--- src/rtl/parking_pkg.sv ---
// Shared types and defaults for the parking gate controller and its occupancy counter.
package parking_pkg;

  localparam int unsigned DEF_N_ENTRY = 2;
  localparam int unsigned DEF_N_EXIT  = 2;
  localparam int unsigned DEF_TIMEOUT = 16;
  localparam int unsigned COUNT_W     = 8;

  typedef enum logic [1:0] {
    IDLE,
    OPEN,
    DONE
  } state_t;

endpackage

--- src/rtl/parking_gate_controller_rr_arbiter.sv ---
// Generic N-way round-robin arbiter; the search starts one past the last granted index.
module rr_arbiter #(
  parameter int unsigned N = 4
) (
  input  logic         clk,
  input  logic         reset,
  input  logic [N-1:0] req,
  input  logic         grant_en,
  output logic [N-1:0] grant
);

  localparam int unsigned IW = (N > 1) ? $clog2(N) : 1;

  logic [IW-1:0] ptr;
  logic [IW-1:0] gidx;
  logic          found;

  // First requester at or after the pointer, wrapping at N-1 -> 0.
  always_comb begin
    grant = '0;
    gidx  = '0;
    found = 1'b0;
    for (int unsigned off = 0; off < N; off++) begin
      if (!found && req[IW'((32'(ptr) + off) % N)]) begin
        found = 1'b1;
        gidx  = IW'((32'(ptr) + off) % N);
      end
    end
    if (found) grant[gidx] = 1'b1;
  end

  always_ff @(posedge clk or posedge reset) begin
    if (reset) begin
      ptr <= '0;
    end else if (grant_en && found) begin
      ptr <= (32'(gidx) + 32'd1 == N) ? '0 : gidx + IW'(1);
    end
  end

endmodule

--- src/rtl/parking_gate_controller.sv ---
// Serialises entry/exit barrier requests onto one occupancy counter: grant, open, wait for pass, pulse.
module parking_gate_controller
  import parking_pkg::*;
#(
  parameter int unsigned N_ENTRY = DEF_N_ENTRY,
  parameter int unsigned N_EXIT  = DEF_N_EXIT,
  parameter int unsigned TIMEOUT = DEF_TIMEOUT
) (
  input  logic                        clk,
  input  logic                        reset,
  input  logic [N_ENTRY+N_EXIT-1:0]   req,
  input  logic [N_ENTRY+N_EXIT-1:0]   pass,
  input  logic                        Full,
  input  logic [COUNT_W-1:0]          count,
  input  logic                        err_clr,
  output logic [N_ENTRY+N_EXIT-1:0]   gate_open,
  output logic                        carIn,
  output logic                        carOut,
  output logic                        busy,
  output logic                        timeout_err
);

  localparam int unsigned NG = N_ENTRY + N_EXIT;
  localparam int unsigned IW = (NG > 1) ? $clog2(NG) : 1;
  localparam int unsigned TW = $clog2(TIMEOUT + 1);

  state_t        state;
  logic [IW-1:0] grant_idx;
  logic [IW-1:0] grant_sel;
  logic [TW-1:0] timer;
  logic [NG-1:0] eligible;
  logic [NG-1:0] grant;

  // Entries need free space, exits need at least one car inside.
  assign eligible = req & {{N_EXIT{count != '0}}, {N_ENTRY{~Full}}};

  rr_arbiter #(.N(NG)) u_arb (
    .clk      (clk),
    .reset    (reset),
    .req      (eligible),
    .grant_en (state == IDLE),
    .grant    (grant)
  );

  always_comb begin
    grant_sel = '0;
    for (int unsigned i = 0; i < NG; i++) begin
      if (grant[i]) grant_sel = IW'(i);
    end
  end

  // Gate sequencing FSM; every output is a register updated here.
  always_ff @(posedge clk or posedge reset) begin
    if (reset) begin
      state       <= IDLE;
      grant_idx   <= '0;
      timer       <= '0;
      gate_open   <= '0;
      carIn       <= 1'b0;
      carOut      <= 1'b0;
      busy        <= 1'b0;
      timeout_err <= 1'b0;
    end else begin
      carIn  <= 1'b0;
      carOut <= 1'b0;
      if (err_clr) timeout_err <= 1'b0;
      case (state)
        IDLE: begin
          if (|eligible) begin
            state     <= OPEN;
            grant_idx <= grant_sel;
            gate_open <= grant;
            timer     <= '0;
            busy      <= 1'b1;
          end
        end
        OPEN: begin
          if (pass[grant_idx]) begin
            state     <= DONE;
            gate_open <= '0;
            if (32'(grant_idx) < N_ENTRY) carIn  <= 1'b1;
            else                          carOut <= 1'b1;
          end else if (timer == TW'(TIMEOUT - 1)) begin
            state       <= DONE;
            gate_open   <= '0;
            timeout_err <= 1'b1;
          end else begin
            timer <= timer + TW'(1);
          end
        end
        DONE: begin
          state <= IDLE;
          busy  <= 1'b0;
        end
        default: begin
          state     <= IDLE;
          gate_open <= '0;
          busy      <= 1'b0;
        end
      endcase
    end
  end

endmodule

--- config.mk ---
export PLATFORM = sky130hd
export DESIGN_NAME = parking_gate_controller
export DESIGN_NICKNAME = d
export VERILOG_FILES = /design/src/rtl/parking_pkg.sv /design/src/rtl/parking_gate_controller_rr_arbiter.sv /design/src/rtl/parking_gate_controller.sv
export SDC_FILE = /design/constraint.sdc
export NUM_CORES = 1
export LEC_CHECK = 0
export CAP_MARGIN = 25
export CORE_MARGIN = 2
export CORE_UTILIZATION = 43
export CTS_BUF_LIST = sky130_fd_sc_hd__clkbuf_8
export CTS_CLUSTER_SIZE = 12
export DETAILED_ROUTE_END_ITERATION = 7
export HOLD_SLACK_MARGIN = 0.12
export PLACE_DENSITY = 0.71
export SLEW_MARGIN = 10
export SYNTH_ARGS = -nofsm -noshare
export SYNTH_HDL_FRONTEND = slang
export SYNTH_SLANG_ARGS = --single-unit
--- constraint.sdc ---
create_clock -name clk -period 5.1 [get_ports clk]
set_input_delay 1.02 -clock clk [delete_from_list [all_inputs] [get_ports clk]]
set_output_delay 1.02 -clock clk [all_outputs]
set_load 0.05 [all_outputs]
PDN straps and rails:
Drawn at 8 px/um. Pins as bars on the die edge.
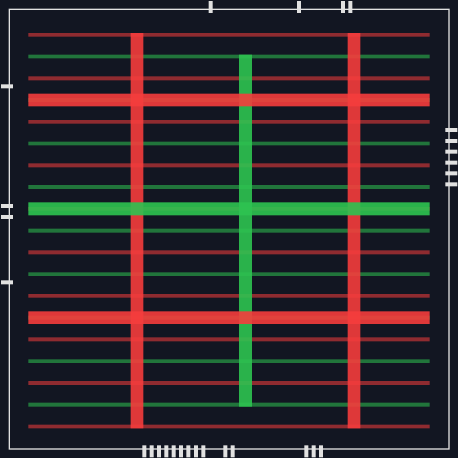
VSS -> red
VDD -> green
signal pins = 28
met1 rails = 19
rows = 18
Die Wd: 54.8 um
core area: 2450 um2

Routing congestion map:
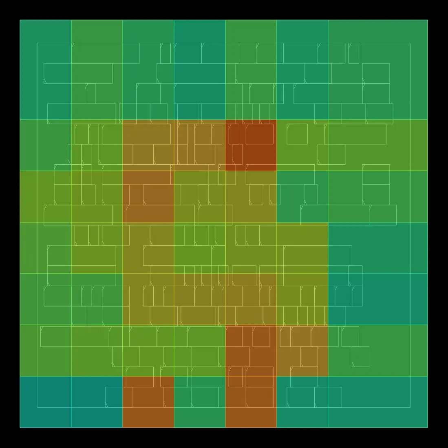
Util after Layout: 0.593
gr busiest metal: met2
met1 Usage GRT: 0.217
Total GRT Usage: 0.170

==> impl_metrics.py <==
# Generated from Yosys and OpenROAD reports
metrics = {
    "synthesis": {
        "synth_seq_share": 0.429,
        "async_flop_share": 1.00,
        "synth.cellmix.simpleShare": 0.194,
        "mux_share": 0.0948,
        "yosysChipArea_um2": 1110,
        "yosysUniqueCellTypes": 35,
        "yosys_register_bits": 19,
        "syn_area_um2": 1110,
        "synth.cellmix.compoundShare": 0.148,
        "synth-edff-count": 0,
        "ys_warn_count": 0,
        "top_area_cell": "dfrtp_1",
        "top_cells_by_area": "dfrtp_1, ha_1, mux2i_1",
        "synthFlopType": "dfrtp_1",
        "yosysCellCount": 113,
        "xor_share": 0.0316,
        "syn_inst": 113,
        "synth.logic.top_family": "simple AND/OR/NAND/NOR gates",
        "fp_nets": 139,
        "adder_share": 0.0677,
        "syn_avg_cell_area_um2": 9.81,
        "top_area_frac": 0.429,
    },
    "setup_path": {
        "reg2reg_to": "u_arb.ptr[1]",
        "crit_fanout": 4,
        "cp_cell_sequence": "clkdlybuf4s50_1, or4_4, or2_0, a222oi_1, xnor2_1, and2_1, ha_1, mux2_2",
        "critPathLaunch": "count[5]",
        "slowest_stage": "or4_4",
        "r2r-start": "u_arb.ptr[0]",
        "r2r_cells": 7,
        "path_depth": 8,
        "worstPathArrival_ps": 3530,
        "critPathCapture": "u_arb.ptr[1]",
        "start_kind": "primary input",
        "max_stage_delay_ps": 550,
        "crit_buf_inv": 1,
        "crit_type": "primary input to flip-flop",
        "critPathCaptureType": "flip-flop",
        "cp.required_ps": 5240,
        "reg2reg_slack_ps": 2680,
        "cp_top_family": "simple AND/OR/NAND/NOR gates",
    },
    "place": {
        "routabilityCongestion": 0.783,
        "post-dp-hpwl_mm": 1.81,
        "dp_slack_ps": 1470,
        "numPortBuffers": 27,
    },
    "clock_network": {
        "cts_tree": "yes",
        "cts_max_level": 1,
        "postCtsSetupBuffers": 0,
        "clk_pin_slew_ps": 70,
        "cts_root_buf": "clkbuf_8",
        "cts_hold_buf": 0,
        "numCtsBuffers": 3,
        "cts_resized": 0,
        "cts.sinks": 19,
        "cts_buffer_depth": 2,
    },
    "pwr": {
        "pwr.group.sequential_mw": 0.261,
        "combPwrFrac": 0.512,
        "p_sw_frac": 0.431,
        "p_int_mw": 0.421,
        "power_top_consumer": "combinational logic",
        "comb_cell_power_mw": 0.379,
        "powerDensity_nw_per_um2": 509,
        "ir_drop_mv": 0.417,
        "power_switching_mw": 0.319,
        "seq_power_share": 0.353,
        "power_leakage_nw": 0.632,
    },
    "die": {
        "die_area_um2": 3000,
        "row_count": 18,
        "fp-utilization": 0.452,
        "io_pins": 28,
    },
    "grt": {
        "first_global_vias": 858,
        "grt_max_degree": 20,
        "overflow": 0,
        "antenna_found_initial": 0,
        "grt_pass1_wl_mm": 3.68,
    },
    "detailed_routing": {
        "vias": 919,
        "drt-vias-per-instance": 5.31,
        "ant_nets": 0,
        "drt-total-wl_mm": 2.25,
        "drtPass1Iterations": 4,
        "dr.first_iter.drc_count": 23,
        "routedWlPerCell_um": 13.0,
        "drcViolationCount": 0,
    },
    "hold_path": {
        "min-delay-start": "grant_idx[1]",
        "hold_end": "carIn",
        "hp-class": "flip-flop to flip-flop",
        "hold_depth": 1,
    },
    "finish": {
        "regArea_um2": 475,
        "layout-drive-gt1-share": 0.0839,
        "lay_top_count": "clkdlybuf4s50_1",
        "fillers": 239,
        "areaGrowthSynthToFinish_pct": 31.4,
        "fin_nets": 170,
        "diodes": 0,
        "final_cell_mix": "clkdlybuf4s50_1, dfrtp_1, nand2_1, nor2_1, inv_1",
        "comb_area_um2": 594,
    },
    "final_timing": {
        "hold_viol": 0,
        "finalCriticalPeriod_ps": 3390,
        "setup-tns-final_ps": 0,
        "worst_slew_pin_slew_ps": 728,
        "drv_slew": 0,
        "fmax_mhz": 295,
        "finalSetupViolCount": 0,
        "worst_clock_skew_ps": 0.728,
        "slew_headroom": 0.514,
        "fin_ws_ps": 1710,
        "fin_crit_sh": 0.664,
        "rsz0062_at_grt": "false",
    },
    "job": {
        "warnings": 29,
        "maxCapViolCount": 0,
    },
    "status": {
        "status": "complete, no violations",
    },
}
Routed clock nets over the placement:
Drawn at 10 px/um.
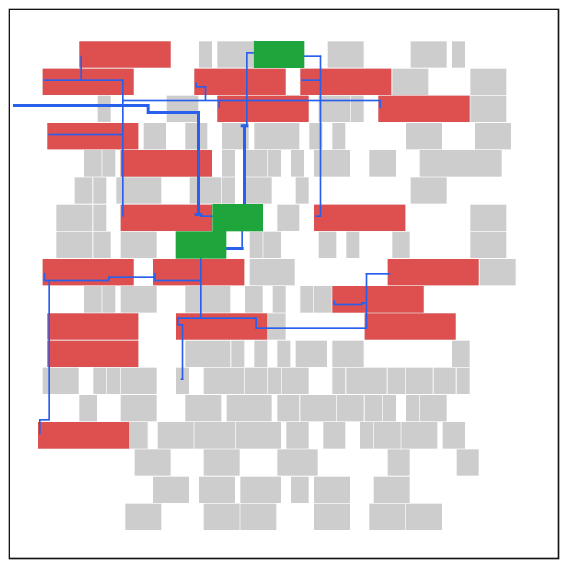
flip-flops -> red  # count 19
clock wires -> blue  # length 221 um
clock drivers -> green  # count 3
routed clock nets = 4
Clock Power Share: 0.135
clock-net power: 0.0999 mW
clock latency on the worst-skew pair: 250 ps

[area by class of cell]
class / count / area share
clock buffers: 3 / 0.0284
clock inverters: 1 / 0.00258
inverters: 9 / 0.0232
well taps: 30 / 0.0258
flip-flops and latches: 19 / 0.326
repair buffers: 27 / 0.186
multi-input cells: 84 / 0.408
[metal layers]
layer,GRT usage,part of all wire
met5,0,0
met4,0.0500,0.0084
met3,0.0273,0.046
met2,0.292,0.48
met1,0.217,0.47
[cells by family after synthesis]
logic type | Yosys count
XOR/XNOR | 4
multiplexers | 9
flip-flops | 19
buffers and inverters | 10
adder cells (fa/ha/maj) | 6
AND-OR/OR-AND | 26
AND/OR/NAND/NOR | 39
[cell usage after synthesis, types with 2 or more instances]
cell type,number
dfrtp_1,19
nand2_1,11
nor2_1,10
inv_1,9
o21ai_0,8
a21oi_1,7
ha_1,6
mux2i_1,6
nand2b_1,3
and2_1,2
mux2_2,2
nor2b_1,2
o21bai_1,2
o22ai_1,2
or4_4,2
xnor2_1,2
xor2_1,2
[state kept, by name, indices dropped and copies added, names as in the netlist]
| signal | cells |
|---|---|
| carIn | 1 |
| state | 2 |
| gate_open | 4 |
| busy | 1 |
| u_arb.ptr | 2 |
| timer | 5 |
| timeout_err | 1 |
| grant_idx | 2 |
| carOut | 1 |
[per-stage QoR]
step	util	std cells	cell area [um2]	total power, mW	hold WS [ps]
after floorplan	-	113	1110	0.536	458
after global placement	0.575	169	1410	0.634	461
after detailed placement	0.575	169	1410	0.648	483
after CTS	0.593	173	1460	0.750	498
after global routing	0.593	173	1460	0.793	512
final	0.593	173	1460	0.741	494
Power and IR drop assume default switching activity.
